run_1/floorplan.png
Scale bar: 20 µm. Pins as bars on the die edge.
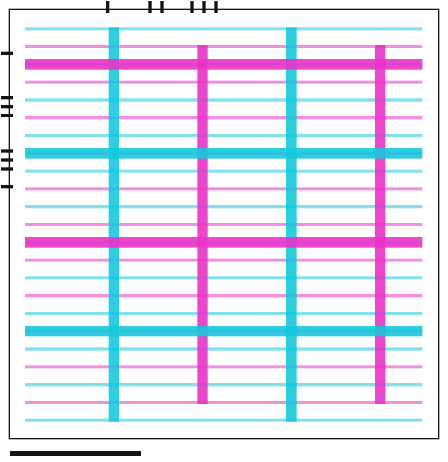
run_1/class_map.png
Scale bar: 20 µm.
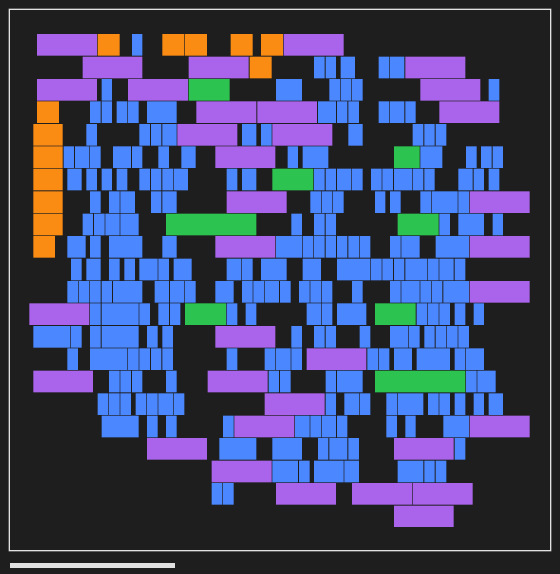
run_1/clock_wires.png
Scale bar: 20 µm.
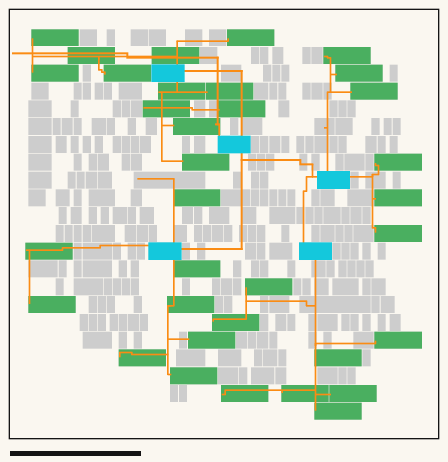
run_1/layers.png
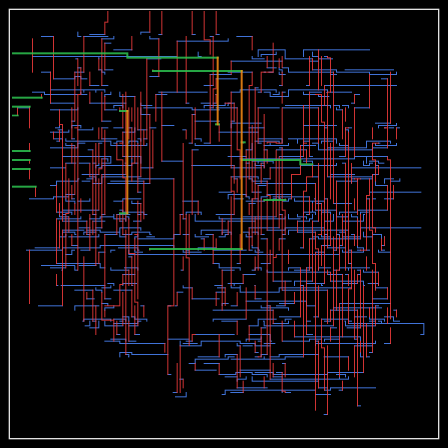
`src/rtl/tail_light_pkg.sv`:
```
// rtl/tail_light_pkg.sv - shared mode encodings for the tail light controller
//
// Purpose: mode constants shared by the controller and anything observing
//          its mode output.
// Contents: mode_t enum (IDLE, LEFT, RIGHT, HAZARD).
package tail_light_pkg;

  typedef enum logic [1:0] {
    MODE_IDLE   = 2'b00,
    MODE_LEFT   = 2'b01,
    MODE_RIGHT  = 2'b10,
    MODE_HAZARD = 2'b11
  } mode_t;

endpackage

```
`src/rtl/tail_light_tick.sv`:
```
// rtl/tail_light_tick.sv - free-running step timer producing one tick per step
//
// Purpose: counts 0..STEP_CYCLES-1 while enabled and flags the last count.
// Ports:
//   clk    - system clock
//   rst    - synchronous active-high reset
//   clear  - synchronous clear to 0 (has priority over counting)
//   enable - count while high; held at 0 while low
//   tick   - high during the cycle the count equals STEP_CYCLES-1
module tail_light_tick #(
  parameter int STEP_CYCLES = 12500000
) (
  input  logic clk,
  input  logic rst,
  input  logic clear,
  input  logic enable,
  output logic tick
);

  localparam int CW = $clog2(STEP_CYCLES);
  localparam logic [CW-1:0] LAST = CW'(STEP_CYCLES - 1);

  if (STEP_CYCLES < 2 || STEP_CYCLES > (1 << 24)) begin : g_bad_step
    $error("tail_light_tick: STEP_CYCLES out of range 2..2^24");
  end

  logic [CW-1:0] count;

  always_ff @(posedge clk) begin
    if (rst || clear) begin
      count <= '0;
    end else if (enable) begin
      count <= (count == LAST) ? '0 : count + CW'(1);
    end else begin
      count <= '0;
    end
  end

  assign tick = enable && (count == LAST);

endmodule

```
`src/rtl/tail_light_ctrl.sv`:
```
// rtl/tail_light_ctrl.sv - sequential turn / hazard / brake tail light controller
//
// Purpose: decodes indicator, hazard and brake requests into a mode and
//          drives the sequenced lamp patterns for both sides.
// Ports:
//   clk        - system clock
//   rst        - synchronous active-high reset
//   brake      - brake pedal (level)
//   turn_left  - left indicator request (level)
//   turn_right - right indicator request (level)
//   hazard     - hazard switch (level)
//   lamp_l     - left lamps, bit 0 innermost, registered
//   lamp_r     - right lamps, bit 0 innermost, registered
//   mode       - current mode, registered
module tail_light_ctrl
  import tail_light_pkg::*;
#(
  parameter int LAMPS       = 3,
  parameter int STEP_CYCLES = 12500000
) (
  input  logic             clk,
  input  logic             rst,
  input  logic             brake,
  input  logic             turn_left,
  input  logic             turn_right,
  input  logic             hazard,
  output logic [LAMPS-1:0] lamp_l,
  output logic [LAMPS-1:0] lamp_r,
  output logic [1:0]       mode
);

  localparam int PW = $clog2(LAMPS + 1);
  localparam logic [PW-1:0] PHASE_MAX = PW'(LAMPS);
  localparam logic [PW-1:0] PHASE_ONE = PW'(1);

  if (LAMPS < 1 || LAMPS > 8) begin : g_bad_lamps
    $error("tail_light_ctrl: LAMPS out of range 1..8");
  end

  mode_t            state, state_nx;
  logic [PW-1:0]    phase, phase_nx;
  logic [LAMPS-1:0] lamp_l_nx, lamp_r_nx, turn_pat, brake_pat;
  logic             tick;
  logic             mode_change;

  // Mode decode is purely combinational so outputs follow inputs at the
  // same edge they are sampled.
  always_comb begin
    state_nx = MODE_IDLE;
    if (hazard || (turn_left && turn_right)) state_nx = MODE_HAZARD;
    else if (turn_left)                      state_nx = MODE_LEFT;
    else if (turn_right)                     state_nx = MODE_RIGHT;
  end

  assign mode_change = (state_nx != state);

  tail_light_tick #(
    .STEP_CYCLES(STEP_CYCLES)
  ) u_tick (
    .clk    (clk),
    .rst    (rst),
    .clear  (mode_change),
    .enable (state != MODE_IDLE),
    .tick   (tick)
  );

  // Hazard reuses the phase counter's value 1/0 as its on/off phase.
  always_comb begin
    phase_nx = phase;
    if (mode_change) begin
      phase_nx = PHASE_ONE;
    end else if (tick) begin
      case (state)
        MODE_HAZARD:           phase_nx = (phase == PHASE_ONE) ? '0 : PHASE_ONE;
        MODE_LEFT, MODE_RIGHT: phase_nx = (phase == PHASE_MAX) ? '0 : phase + PHASE_ONE;
        default:               phase_nx = phase;
      endcase
    end
  end

  always_comb begin
    for (int i = 0; i < LAMPS; i++) begin
      turn_pat[i] = (PW'(i) < phase_nx);
    end
    brake_pat = brake ? '1 : '0;
    lamp_l_nx = '0;
    lamp_r_nx = '0;
    case (state_nx)
      MODE_LEFT: begin
        lamp_l_nx = turn_pat;
        lamp_r_nx = brake_pat;
      end
      MODE_RIGHT: begin
        lamp_l_nx = brake_pat;
        lamp_r_nx = turn_pat;
      end
      MODE_HAZARD: begin
        lamp_l_nx = (phase_nx == PHASE_ONE) ? '1 : '0;
        lamp_r_nx = (phase_nx == PHASE_ONE) ? '1 : '0;
      end
      default: begin
        lamp_l_nx = brake_pat;
        lamp_r_nx = brake_pat;
      end
    endcase
  end

  always_ff @(posedge clk) begin
    if (rst) begin
      state  <= MODE_IDLE;
      phase  <= '0;
      lamp_l <= '0;
      lamp_r <= '0;
    end else begin
      state  <= state_nx;
      phase  <= phase_nx;
      lamp_l <= lamp_l_nx;
      lamp_r <= lamp_r_nx;
    end
  end

  assign mode = state;

endmodule

```
`config.mk`:
```
export PLATFORM = sky130hd
export DESIGN_NAME = tail_light_ctrl
export DESIGN_NICKNAME = d
export VERILOG_FILES = /design/src/rtl/tail_light_pkg.sv /design/src/rtl/tail_light_tick.sv /design/src/rtl/tail_light_ctrl.sv
export SDC_FILE = /design/constraint.sdc
export NUM_CORES = 1
export LEC_CHECK = 0
export ABC_AREA = 1
export CORE_MARGIN = 2
export CORE_UTILIZATION = 50
export CTS_CLUSTER_SIZE = 20
export DETAILED_ROUTE_END_ITERATION = 6
export PLACE_DENSITY = 0.7
export REMOVE_ABC_BUFFERS = 1
export SLEW_MARGIN = 20
export SYNTH_ARGS = -nofsm -noshare
export SYNTH_HDL_FRONTEND = slang
export SYNTH_HIERARCHICAL = 1
export SYNTH_SLANG_ARGS = --single-unit
```
`constraint.sdc`:
```
create_clock -name clk -period 2.4 [get_ports clk]
set_input_delay 0.24 -clock clk [delete_from_list [all_inputs] [get_ports clk]]
set_output_delay 0.24 -clock clk [all_outputs]
set_load 0.1 [all_outputs]
```
==> run_results.csv, run 1 <==
group,metric,value,unit
grt,grt_max_degree,24,
final_timing,grt_setup_unrepaired,"no",
final_timing,worst_slew_pin_slew,447,ps
drt,drt_iter0_drc,93,
final_timing,setup_viol,0,
logic_synthesis,synthCells,282,
die,dieArea,0.00428,mm²
final_timing,timing.final.crit_share,0.847,
cells_and_area,final-seq-area,681,µm²
hold_path,hold_depth,1,
worst_setup_path,crit_slowest_cell,"dfxtp_1",
clocking,tritoncts,"built",
final_timing,finalCriticalPeriod,2030,ps
cells_and_area,area_growth,15.1,%
clocking,htreeDepth,2,
drt,drcViolationCount,0,
clocking,cts_resized,0,
job,drv_cap,0,
place,post-place-ws,250,ps
drt,drt-pass1-iter-count,4,
logic_synthesis,ys_seq_frac,0.361,
logic_synthesis,ys_sh_aoi,0.0279,
final_timing,timing.slew.headroom,0.701,
logic_synthesis,netlist.top_cell.by_area,"dfxtp_1",
die,io_pins,14,
drt,wl,3.57,mm
worst_setup_path,critical_path.max_stage_delay,370,ps
cells_and_area,diodes,0,
clocking,cts.path.max_buffers,2,
clocking,clockRootBuffer,"clkbuf_8",
worst_setup_path,path_common_cell,"nand2_1",
final_timing,finalHoldViolations,0,
final_timing,maxSlewViolCount,0,
worst_setup_path,path_max_fanout,4,
clocking,hold_buffers,0,
cells_and_area,fin_util,0.598,
pwr,p_per_area,641,mW/mm²
logic_synthesis,ys_cells,282,
cells_and_area,fill_cells,348,
drt,wl_per_cell,10.2,µm
place,port_buffers,13,
logic_synthesis,yosysWarnings,6,
worst_setup_path,r2r_start,"u_tick/count[0]",
hold_path,hold_path_end,"u_tick/count[0]",
place,post-dp-hpwl,2.72,mm
clocking,numCtsBuffers,5,
logic_synthesis,muxShareOfSynthArea,0,
clocking,postCtsSetupBuffers,0,
logic_synthesis,ys_top_logic_family,"simple AND/OR/NAND/NOR gates",
clocking,clk_pin_slew,70,ps
grt,grt_usage,0.189,
run_status,status,"completed",
final_timing,timing.final.ws_setup,367,ps
logic_synthesis,synth_area,0.00189,mm²
grt,grt_overflow,0,
worst_setup_path,start_kind,"register",
grt,antenna_found_initial,0,
worst_setup_path,crit_arrival,2260,ps
logic_synthesis,xor_share,0.0557,
final_timing,finalSetupTns,0,ps
logic_synthesis,ys_area,0.00189,mm²
logic_synthesis,area_leaders,"dfxtp_1 (36%), nand2_1 (15%), nor2_1 (12%)",
logic_synthesis,numSynthFlops,34,
job,warning_count,28,
drt,final_antenna_net_count,0,
die,die_w,65.4,µm
logic_synthesis,synth_top_area_share,0.361,
worst_setup_path,critPathKind,"reg -> reg",
worst_setup_path,worstPathRequired,2630,ps
hold_path,hp-class,"reg -> reg",
die,fp_util,0.519,
hold_path,hold_start,"u_tick/count[0]",
worst_setup_path,ff2ff_path_depth,15,
clocking,clk-insertion-delay-late,290,ps
drt,avgViaCountPerCell,4.69,
die,fp-row-count,22,
final_timing,fmax,0.492,GHz
clocking,cts.sinks,34,
logic_synthesis,simple_gate_area_frac,0.432,
logic_synthesis,synth_cell_types,23,
cells_and_area,fin_nets,312,
drt,vias,1636,
worst_setup_path,cp_cell_sequence,"ha_1, nand3_2, nor2_1, nand3_2, nor2_1, inv_1, nor2_1, nand2_1, nand2_1, nand3_2, inv_1, nand2_1, nand2_1, nand2_1, nand2_1",
cells_and_area,comb_area,0.00105,mm²
die,die_y,65.4,µm
place,place_congestion,0.850,
logic_synthesis,synthAdderAreaFrac,0.0398,
worst_setup_path,end_kind,"register",
logic_synthesis,syn_avg_cell_area,6.69,µm²
worst_setup_path,r2r_slack,370,ps
cells_and_area,drive_gt1_frac,0.126,
grt,grt_pass1_wl,6.26,mm
pwr,leakage,0.000881,µW
grt,grt_pass1_vias,1503,
worst_setup_path,regToRegEndpoint,"lamp_r[1]",
pwr,ir_drop,0.000348,V
## Picture notes: floorplan.png
[VDD] magenta
[VSS] cyan
met4 straps: 4
rows: 22
met5 straps: 4
met1 rails: 23

## Picture notes: class_map.png
[remaining buffers and delay cells] orange | cells: 13
[clock drivers and dummy loads] green | cells: 8
[remaining logic cells] blue | cells: 246
[sequential cells] purple | cells: 34
Core Box Area: 0.00363 mm²
design area: 0.00217 mm²

## Picture notes: clock_wires.png
[clock wires] orange | length: 409 µm
[clock-net drivers] cyan | count: 5
[flip-flops] green | count: 34
flops lie: spread over the die
Clk pwr share: 0.452
clk_skew: 5.04 ps

## Picture notes: layers.png
[M4] orange | wire length: 53.0 µm
[M3] green | wire length: 95.7 µm
[M1] blue | wire length: 1640 µm
[M2] red | wire length: 1780 µm

[run 1: state kept, by name, summed over array words and instances, names as in the netlist]
register      count
phase             2
lamp_l            3
lamp_r            3
u_tick/count     24
mode              2
[run 1: where the power goes]
part / internal, µW / switching (µW)
combinational: 42.0 / 136
clock: 416 / 213
sequential: 578 / 7.48
total: 1040 / 357
[run 1: cell usage after synthesis]
cell and number:
o21ai_0 2, nand3_1 20, dfxtp_1 34, nand2_2 7, xnor2_1 7, ha_1 6
inv_1 34, o21bai_1 1, a21oi_1 7, nand3_2 5, xor2_1 5, buf_6 2
and2_1 2, nor2_1 58, nor2_4 4, nand2_1 76, or2_1 1, nand4_1 2
nor2_2 3, nor3_1 2, nand3b_1 1, or2_2 1, inv_2 2
[run 1: worst max path at each step]
stage | start | endpoint | depth (start not counted)
2_1_floorplan | mode[0] | lamp_r[2] | 14
3_3_place_gp | hazard | u_tick/count[19] | 8
3_5_place_dp | hazard | u_tick/count[19] | 9
4_1_cts | u_tick/count[0] | lamp_r[1] | 15
5_1_grt | u_tick/count[0] | lamp_r[1] | 15
6_report | u_tick/count[0] | lamp_r[1] | 15
[run 1: per-layer routing]
metal / routed length, µm / track usage / vias up
met5: 0 / 0 / -
met4: 53 / 0.0573 / 0
met3: 95 / 0.0514 / 8
met2: 1780 / 0.343 / 16
met1: 1640 / 0.214 / 718
li1: - / - / 894
[run 1: critical path: cells and delay by family, from the launching register on]
kind | cells | cell delay [ps]
adder cells (fa/ha/maj) | 1 | 220
buffers and inverters | 2 | 160
flip-flops | 1 | 370
AND/OR/NAND/NOR | 12 | 1210
[run 1: layout make-up]
type / count / area share
Clock buffer: 5 / 0.0317
Clock inverter: 3 / 0.0317
Inverter: 36 / 0.0622
Multi-Input combinational cell: 210 / 0.483
Sequential cell: 34 / 0.313
Tap cell: 48 / 0.0276
Timing Repair Buffer: 13 / 0.0507
[run 1: through the flow]
stage / hold WS [ps] / instance area, µm² / power (µW) / instances
after global placement: 442 / 2030 / 777 / 341
after detailed placement: 446 / 2030 / 777 / 341
after global routing: 510 / 2170 / 1450 / 349
after CTS: 463 / 2170 / 1410 / 349
after floorplan: 309 / 1860 / 735 / 280
final: 465 / 2170 / 1390 / 349
[run 1: cell families (layout without fill, tap and decap cells)]
group,Yosys count,in the layout
DFF,34,34
adders and majority gates,6,6
xor gates and xnor gates,12,12
and+or+nand+nor,182,182
AOI/OAI and AO/OA,10,10
buffers and inverters,38,57
[run 1: placed cells by master, fill, tap and decap left out]
master / count
nand2_1: 76
nor2_4: 4
and2_1: 2
nand2_2: 7
xnor2_1: 7
nor2_2: 3
ha_1: 6
nand4_1: 2
nor3_1: 2
dfxtp_1: 34
o21ai_0: 2
inv_1: 34
buf_4: 8
or2_2: 1
xor2_1: 5
nand3_2: 5
nor2_1: 58
nand3_1: 20
clkinv_4: 1
bufinv_16: 2
nand3b_1: 1
clkdlybuf4s50_1: 5
inv_2: 2
o21bai_1: 1
clkbuf_8: 5
a21oi_1: 7
or2_1: 1
==> run 2, diff against run 1 <==
--- a/config.mk
+++ b/config.mk
@@ -10,7 +10,7 @@
 export CORE_UTILIZATION = 50
 export CTS_CLUSTER_SIZE = 20
 export DETAILED_ROUTE_END_ITERATION = 6
-export PLACE_DENSITY = 0.7
+export PLACE_DENSITY = 0.72
 export REMOVE_ABC_BUFFERS = 1
 export SLEW_MARGIN = 20
 export SYNTH_ARGS = -nofsm -noshare
==> constraint.sdc (replaced) <==
create_clock -name clk -period 1.65 [get_ports clk]
set_input_delay 0.165 -clock clk [delete_from_list [all_inputs] [get_ports clk]]
set_output_delay 0.165 -clock clk [all_outputs]
set_load 0.1 [all_outputs]
==> run_results.csv, run 2 <==
group,metric,value,unit
run_status,status,"finished, violations left",
run_status,violations,"negative setup slack",
grt,grt_pass1_wl,7.42,mm
cells_and_area,area_growth,43.6,%
final_timing,fmax,0.555,GHz
clocking,numCtsBuffers,5,
logic_synthesis,yosys_most_used_dff,"dfxtp_1",
clocking,clk_pin_slew,80,ps
worst_setup_path,ff2ff_path_depth,14,
final_timing,finalCriticalPeriod,1800,ps
pwr,ir_drop,0.000471,V
place,post-dp-hpwl,3.27,mm
worst_setup_path,path_max_fanout,3,
logic_synthesis,ys_area,0.00189,mm²
cells_and_area,top_regs,"u_tick/count x24, lamp_l x3, lamp_r x3",
die,die_y,65.4,µm
final_timing,whs,530,ps
worst_setup_path,regToRegEndpoint,"lamp_r[0]",
logic_synthesis,syn_avg_cell_area,6.69,µm²
place,place_congestion,0.868,
logic_synthesis,synth_top_area_share,0.361,
cells_and_area,fill_cells,279,
clocking,cts.sinks,34,
cells_and_area,final_common_cell,"nand2_1",
clocking,clk-insertion-delay-late,290,ps
cells_and_area,largest-register,"u_tick/count",
drt,drcViolationCount,0,
drt,drt_iter0_drc,61,
clocking,cts.path.max_buffers,2,
drt,wl,4.80,mm
final_timing,timing.final.ws_setup,-151,ps
grt,antenna_found_initial,0,
hold_path,hold_start,"brake",
logic_synthesis,area_leaders,"dfxtp_1 (36%), nand2_1 (15%), nor2_1 (12%)",
worst_setup_path,cp.depth,14,
final_timing,worst_slew_pin_slew,480,ps
worst_setup_path,end_kind,"register",
pwr,leakage,0.00116,µW
job,warning_count,30,
logic_synthesis,yosysWarnings,6,
logic_synthesis,synth_cell_types,23,
grt,grt_max_degree,24,
cells_and_area,comb_area,0.00116,mm²
clocking,clockRootBuffer,"clkbuf_8",
logic_synthesis,synth.top_cells.by_count,"nand2_1 (76), nor2_1 (58), dfxtp_1 (34), inv_1 (34), nand3_1 (20)",
cells_and_area,mostFrequentLayoutCells,"nand2_1 (68), buf_4 (55), nor2_1 (51)",
final_timing,setup_viol,30,
final_timing,grt_setup_unrepaired,"yes",
final_timing,fin_skew,7.24,ps
job,drv_cap,0,
worst_setup_path,cp_cell_sequence,"ha_4, nand3_4, nor2_4, nand3_2, nor2_2, nand2_1, nor2_2, nand2_1, nand2_2, nand2_4, nand3_4, nand2_2, nand2_2, nand2_1",
pwr,p_total,1840,µW
die,die_w,65.4,µm
worst_setup_path,critical_path.max_stage_delay,360,ps
hold_path,hp-class,"in -> reg",
worst_setup_path,critPathKind,"reg -> reg",
grt,grt_pass1_vias,1770,
worst_setup_path,path_buffers,0,
cells_and_area,largest_reg_flops,24,
logic_synthesis,synth_area,0.00189,mm²
worst_setup_path,r2r_slack,-150,ps
logic_synthesis,top_cell,"nand2_1",
worst_setup_path,cp_top_family,"simple AND/OR/NAND/NOR gates",
worst_setup_path,worstPathRequired,1830,ps
hold_path,hold_path_end,"lamp_r[1]",
hold_path,hold_depth,3,
die,fp_util,0.519,
worst_setup_path,start_kind,"register",
logic_synthesis,numSynthFlops,34,
logic_synthesis,ys_cells,282,
clocking,htreeDepth,2,
logic_synthesis,synthCells,282,
pwr,p_per_area,681,mW/mm²
logic_synthesis,ys_seq_frac,0.361,
place,port_buffers,13,
drt,final_antenna_net_count,0,
logic_synthesis,async_flop_share,0,
cells_and_area,final-seq-area,688,µm²
clocking,tritoncts,"built",
drt,avgViaCountPerCell,4.83,
worst_setup_path,crit_arrival,1980,ps
die,io_pins,14,
logic_synthesis,netlist.top_cell.by_area,"dfxtp_1",
grt,grt_overflow,0,
cells_and_area,drive_gt1_frac,0.336,
worst_setup_path,r2r_start,"u_tick/count[0]",
cells_and_area,fin_util,0.746,
final_timing,finalHoldViolations,0,
final_timing,timing.slew.headroom,0.676,
cells_and_area,diodes,0,
final_timing,timing.final.crit_share,1.09,
die,fp-row-count,22,
clocking,hold_buffers,0,
die,coreArea,0.00363,mm²
drt,drt-pass1-iter-count,4,
die,dieArea,0.00428,mm²
final_timing,maxSlewViolCount,0,
worst_setup_path,crit_slowest_cell,"dfxtp_2",
cells_and_area,fin_nets,365,
drt,vias,1941,
logic_synthesis,edf_count,0,
==> run 2: repair_timing <==
| item | CTS | global route |
|---|---|---|
| gates resized | 17 | 19 |
| buffers inserted | 6 | 2 |
| cloned | 0 | 2 |
| pin swaps | 15 | 15 |
| endpoints found under the setup margin | 7 | 32 |
==> run 2: worst max-delay path by stage <==
| stage | start | to | slack, ps |
|---|---|---|---|
| 4_1_cts | u_tick/count[14] | lamp_r[0] | -70 |
| 6_report | u_tick/count[0] | lamp_r[0] | -150 |
| 3_3_place_gp | hazard | u_tick/count[23] | -170 |
| 3_5_place_dp | turn_left | u_tick/count[23] | -200 |
| 5_1_grt | u_tick/count[0] | lamp_r[0] | -240 |
| 2_1_floorplan | mode[0] | lamp_r[2] | -730 |
==> run 2: cell families (layout without fill, tap and decap cells) <==
kind of cell,after synthesis,after routing,synth area share
AND/OR/NAND/NOR,182,182,0.432
buffers and inverters,38,110,0.0836
flip-flops,34,34,0.361
XOR/XNOR,12,12,0.0557
AND-OR/OR-AND,10,10,0.0279
adder cells (fa/ha/maj),6,6,0.0398
==> run 2: final cells by class <==
cell class	instances	area share
Multi-Input combinational cell	210	0.428
Sequential cell	34	0.254
Timing Repair Buffer	66	0.211
Inverter	36	0.0499
Clock buffer	6	0.0305
Tap cell	48	0.0222
Clock inverter	2	0.00462
==> run 2: through the flow <==
step / setup slack (ps) / TNS (ps) / instances / instance area, µm²
finish: -151 / -3960 / 402 / 2710
global route: -237 / -6000 / 402 / 2710
CTS: -68.6 / -517 / 398 / 2590
detailed placement: -201 / -4880 / 384 / 2390
global placement: -175 / -3850 / 384 / 2390
floorplan: -733 / -20900 / 280 / 1860
==> run 2: metal layers <==
metal  global-route usage  up-vias  part of all wire
li1                     -     1005                 -
met1                0.275      890              0.45
met2                0.376       33              0.49
met3               0.0497       13             0.030
met4               0.0964        0             0.024
met5                    0        -                 0
==> run 2: worst min-delay path, cell delays in order <==
cell	delay [ps]
clkdlybuf4s50_1	420
nand3_1	130
nand2_1	60
==> run 2: power by group <==
group / internal (µW) / leakage [µW] / switching [µW]
registers: 841 / 0.000280 / 9.25
logic: 109 / 0.000835 / 229
clock network: 336 / 0.0000472 / 321
total: 1280 / 0.00116 / 560
run_2/congestion_map.png
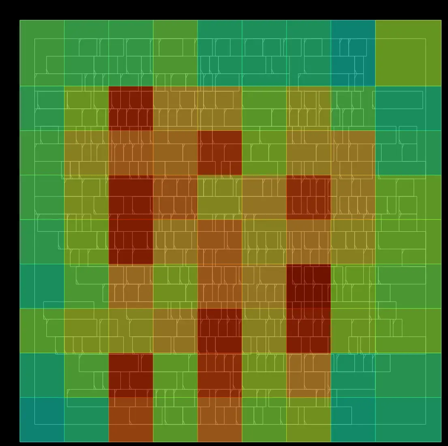
wire per inst: 11.9 µm
total track usage: 0.224
grt met3 use: 0.0497
GR Util met2: 0.376

run_2/layers.png
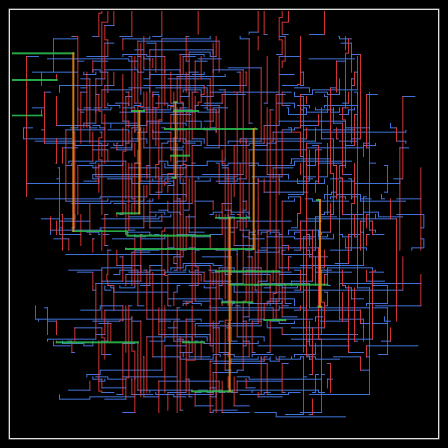
[M3] green | wire length: 147 µm
[M2] red | wire length: 2360 µm
[M4] orange | wire length: 116 µm
[M1] blue | wire length: 2170 µm

Power figures rest on the tool's default switching activity, not on a simulated workload.
